**src/rtl/shift_add_multiplier.sv**
```systemverilog
// Sequential unsigned N x N shift-and-add multiplier built around one CLA_nbit adder.
// Optional macro ZERO_BYPASS_EN: a zero operand skips the iterations and completes in one cycle.

module CLA_nbit #(
  parameter int N = 4
) (
  input  logic [N-1:0] A,
  input  logic [N-1:0] B,
  input  logic         Cin,
  output logic [N-1:0] Sum,
  output logic         Cout
);
  logic [N-1:0] g;
  logic [N-1:0] p;
  logic [N:0]   c;
  logic         acc;
  logic         prop;

  // Each carry is a flat sum of generate terms gated by the propagates above them.
  always_comb begin
    g    = A & B;
    p    = A ^ B;
    c    = '0;
    acc  = 1'b0;
    prop = 1'b0;
    c[0] = Cin;
    for (int i = 0; i < N; i++) begin
      acc  = g[i];
      prop = p[i];
      for (int j = i - 1; j >= 0; j--) begin
        acc  = acc | (prop & g[j]);
        prop = prop & p[j];
      end
      c[i+1] = acc | (prop & Cin);
    end
    Sum  = p ^ c[N-1:0];
    Cout = c[N];
  end
endmodule

module shift_add_multiplier #(
  parameter int N = 4
) (
  input  logic           clk,
  input  logic           rst,
  input  logic           start,
  input  logic [N-1:0]   A,
  input  logic [N-1:0]   B,
  output logic           busy,
  output logic           done,
  output logic [2*N-1:0] product,
  output logic [1:0]     dbg_state,
  output logic [2*N-1:0] dbg_p
);
  // Handshake: start is sampled only in IDLE; busy is high for the N iteration
  // cycles; done is a one-cycle pulse with product final; product holds until the
  // next accepted start.
  localparam int CW = $clog2(N) + 1;

  typedef enum logic [1:0] {
    IDLE = 2'd0,
    BUSY = 2'd1,
    DONE = 2'd2
  } state_t;

  state_t         state_q, state_d;
  logic [N-1:0]   m_q, m_d;
  logic [2*N-1:0] p_q, p_d;
  logic [2*N-1:0] product_q, product_d;
  logic [CW-1:0]  cnt_q, cnt_d;
  logic           busy_q, busy_d;
  logic           done_q, done_d;
  logic [N-1:0]   cla_sum;
  logic           cla_cout;
  logic [2*N-1:0] p_iter;
  logic           zero_op;

  CLA_nbit #(.N(N)) u_cla (
    .A    (p_q[2*N-1:N]),
    .B    (m_q),
    .Cin  (1'b0),
    .Sum  (cla_sum),
    .Cout (cla_cout)
  );

`ifdef ZERO_BYPASS_EN
  assign zero_op = (A == '0) || (B == '0);
`else
  assign zero_op = 1'b0;
`endif

  always_comb begin
    if (p_q[0]) p_iter = {cla_cout, cla_sum, p_q[N-1:1]};
    else        p_iter = {1'b0, p_q[2*N-1:N], p_q[N-1:1]};
  end

  always_comb begin
    state_d   = state_q;
    m_d       = m_q;
    p_d       = p_q;
    product_d = product_q;
    cnt_d     = cnt_q;
    busy_d    = 1'b0;
    done_d    = 1'b0;
    case (state_q)
      IDLE: begin
        if (start) begin
          m_d   = A;
          p_d   = {{N{1'b0}}, B};
          cnt_d = '0;
          if (zero_op) begin
            state_d   = DONE;
            product_d = '0;
            done_d    = 1'b1;
          end else begin
            state_d = BUSY;
            busy_d  = 1'b1;
          end
        end
      end
      BUSY: begin
        p_d   = p_iter;
        cnt_d = cnt_q + CW'(1);
        if (cnt_q == CW'(N - 1)) begin
          state_d   = DONE;
          product_d = p_iter;
          done_d    = 1'b1;
        end else begin
          busy_d = 1'b1;
        end
      end
      DONE:    state_d = IDLE;
      default: state_d = IDLE;
    endcase
  end

  always_ff @(posedge clk) begin
    if (rst) begin
      state_q   <= IDLE;
      m_q       <= '0;
      p_q       <= '0;
      product_q <= '0;
      cnt_q     <= '0;
      busy_q    <= 1'b0;
      done_q    <= 1'b0;
    end else begin
      state_q   <= state_d;
      m_q       <= m_d;
      p_q       <= p_d;
      product_q <= product_d;
      cnt_q     <= cnt_d;
      busy_q    <= busy_d;
      done_q    <= done_d;
    end
  end

  assign busy      = busy_q;
  assign done      = done_q;
  assign product   = product_q;
  assign dbg_state = state_q;
  assign dbg_p     = p_q;
endmodule

```
**config.mk**
```make
export PLATFORM = sky130hd
export DESIGN_NAME = shift_add_multiplier
export DESIGN_NICKNAME = d
export VERILOG_FILES = /design/src/rtl/shift_add_multiplier.sv
export SDC_FILE = /design/constraint.sdc
export NUM_CORES = 1
export LEC_CHECK = 0
export CORE_ASPECT_RATIO = 0.8
export CORE_UTILIZATION = 40
export CTS_CLUSTER_SIZE = 24
export DETAILED_ROUTE_END_ITERATION = 8
export HOLD_SLACK_MARGIN = 0.06
export MAX_ROUTING_LAYER = met4
export PLACE_DENSITY_LB_ADDON = 0.25
export SLEW_MARGIN = 20
export SYNTH_ARGS = -nofsm -noshare
export SYNTH_HDL_FRONTEND = slang
export SYNTH_HIERARCHICAL = 1
export SYNTH_SLANG_ARGS = --single-unit
```
**constraint.sdc**
```tcl
create_clock -name clk -period 1.9 [get_ports clk]
set_input_delay 0.19 -clock clk [delete_from_list [all_inputs] [get_ports clk]]
set_output_delay 0.19 -clock clk [all_outputs]
set_load 0.03 [all_outputs]
```
**Wire density map**

The bar under the picture is 20 um long. The die is cut into 13 by 11 equal tiles; dark blue is low, red is high, scaled to the fullest tile. Values are wire area over tile area, all layers added.
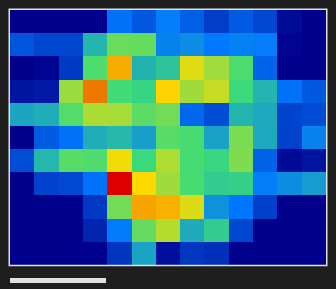
fullest tile = 0.42
emptiest ninth of the die = south-west
tiles over half the peak = 26%

**Clock nets**

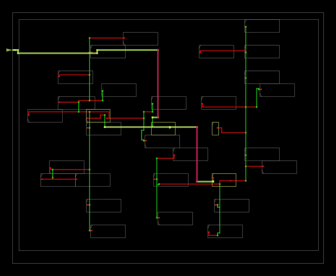
Latency at later pin: 0.27 ns
P_clk: 330 uW
clk_skew: 0.000838 ns
Num CTS Buffers: 3
clk sink count: 27

**Cell classes on the final placement**

Fill, decap, tap and diode cells in grey.
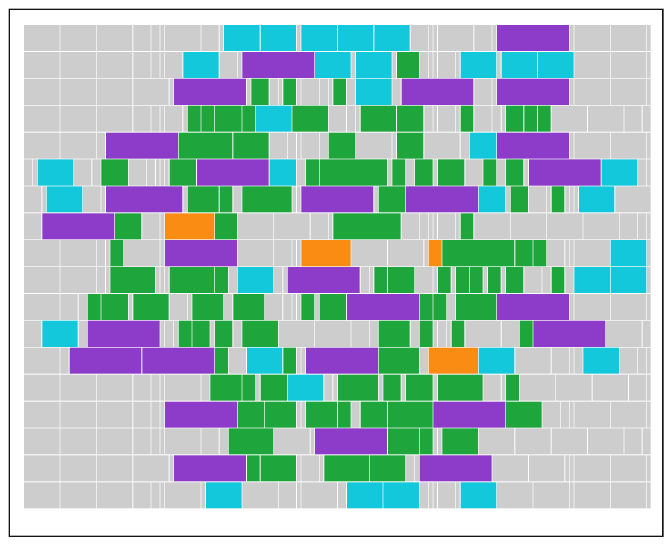
remaining logic cells -> green  # cells 97, share of their area 43%
remaining buffers and delay cells -> cyan  # cells 33, share of their area 20%
registers -> purple  # cells 27, share of their area 34%
clock drivers and dummy loads -> orange  # cells 4, share of their area 2.8%

-- cells by family (layout without fill, tap and decap cells) --
logic type | after synthesis | count (layout) | share of synthesized area [%]
AOI/OAI and AO/OA | 25 | 25 | 15.0
xor gates and xnor gates | 3 | 3 | 2.01
adders and majority gates | 7 | 7 | 7.27
buffers and inverters | 18 | 43 | 8.70
DFF | 27 | 27 | 41.3
muxes | 11 | 11 | 8.70
other | 1 | 2 | 0.287
and+or+nand+nor | 43 | 43 | 16.7
-- layer usage --
metal / up-vias / GRT usage (%) / part of all wire [%]
met5: - / - / 0
met4: 0 / 6.74 / 2.6
met2: 21 / 28.4 / 45
li1: 510 / - / -
met3: 8 / 5.60 / 4.6
met1: 484 / 20.8 / 48
==> metrics.cfg <==
[outcome]
status=completed

[setup_path]
cp.required_ns=1.71
crit_cells=1
cp.arrival_ns=1.62
cp-end-kind=output pin
crit_type=register to output pin
setup.worst_path.start=dbg_state[1]
ff2ff_setup_slack_ns=0.13
worst-r2r-cell-count=7
path_max_fanout=10
r2r-start=dbg_p[6]
r2r_end=dbg_p[6]
crit_buf_inv=1
critPathSlowestCell=clkdlybuf4s50_1
crit_chain=clkdlybuf4s50_1
critPathLaunchType=register
slowest_delay_ns=0.75
cp-endpoint=dbg_state[1]

[drt]
wl_mm=2.72
ant_nets=0
viasPerCell=5.09
wl_per_cell_um=13.5
drt_pass1_iterations=4
remaining_drc_errors=0
drtIter0Drc=29

[synthesis]
top_cell=dfxtp_1
postSynthCellCount=135
yosys.area.top_type=dfxtp_1
synth-async-reset-ratio_pct=0
ys_types=34
synth_top_area_share_pct=41.3
yosysWarnings=6
syn_area_um2=1310
synth-seq-cells=27
synth.top_cells.by_count=dfxtp_1, nor2_1, mux2i_1
yosysChipArea_um2=1310
ff_type=dfxtp_1
top_cells_by_area=dfxtp_1, nor2_1, mux2i_1
ys_seq_share_pct=41.3
ys_cells=135
synth-edff-count=0
syn_avg_cell_area_um2=9.69

[cells_and_area]
comb_area_um2=658
nets=180
nClkBuffers=4
postLayoutCellArea_um2=1640
n_all_buffers=33
comb_area_share_pct=40.1
drive_above_1_share_pct=9.32
final_cells=201
clock_tree_area_fraction_pct=2.75
final_core_util_pct=52.8
logic_gates=91
buf_share_pct=19.7
mostFrequentLayoutCell=clkdlybuf4s50_1
nFillCells=296
area.sequential_um2=542
area.growth.synth_to_final_pct=25.3
flop-count=27
lay_top_cells=clkdlybuf4s50_1, dfxtp_1, nor2_1, mux2i_1, nand2_1
antenna_cells=0
seq_share_pct=33.0
dominant_cells=combinational gates

[clock_network]
cts_resized=0
clk_path_buf_depth=2
cts_hold_buf=0
clkTransAtPathRegs_ns=0.09
root_buffer=clkbuf_8
tritoncts=yes
post-cts-setup-buffers=0
cts_htree_levels=1

[pwr]
power.group.top=registers
total_power_mw=1.10
peakVddDrop_v=0.000602
clkPwrFrac_pct=29.9
comb_power_share_pct=15.4
pwr-share-seq_pct=54.6
switching_share_pct=25.8
internal-power_uw=818
power_density_nw_per_um2=673
pg_comb_uw=170
powerSeq_uw=603
switchingPower_uw=285

[timing]
whs_ns=0.457
hold_viol=0
tns_ns=0
period_minus_slack_ns=1.81
min_period_over_period_pct=95.2
rsz0062_at_grt=no
layout_setup_ws_ns=0.0914
max_freq_ghz=0.553
setup_viol=0
drv_slew=0

[grt]
first_global_vias=963
grtUsageTotal_pct=17.7
grt_max_degree=16
grt_overflow=0
grt_first_pass_wirelength_mm=4.38
antenna_found_initial=0

[hold_path]
min_from=product[0]
min_to=product[0]
hold_depth=2
hold_path.class=register to register

[die]
tap_cells=40
die_area_um2=3510
rows=18
dieWidth_um=66.0
die_h_um=53.2
core_um2=3110
fp-utilization_pct=42.1
ios=31

[placed_design]
dp.cells=197
gp_congestion=0.795
io_buffers=30
placed_area_um2=1590
hpwlAfterDp_mm=1.97
pre_cts_ws_ns=0.145

[flow_run]
drv_cap=0
openroad.warnings=26

Power figures rest on the tool's default switching activity, not on a simulated workload.
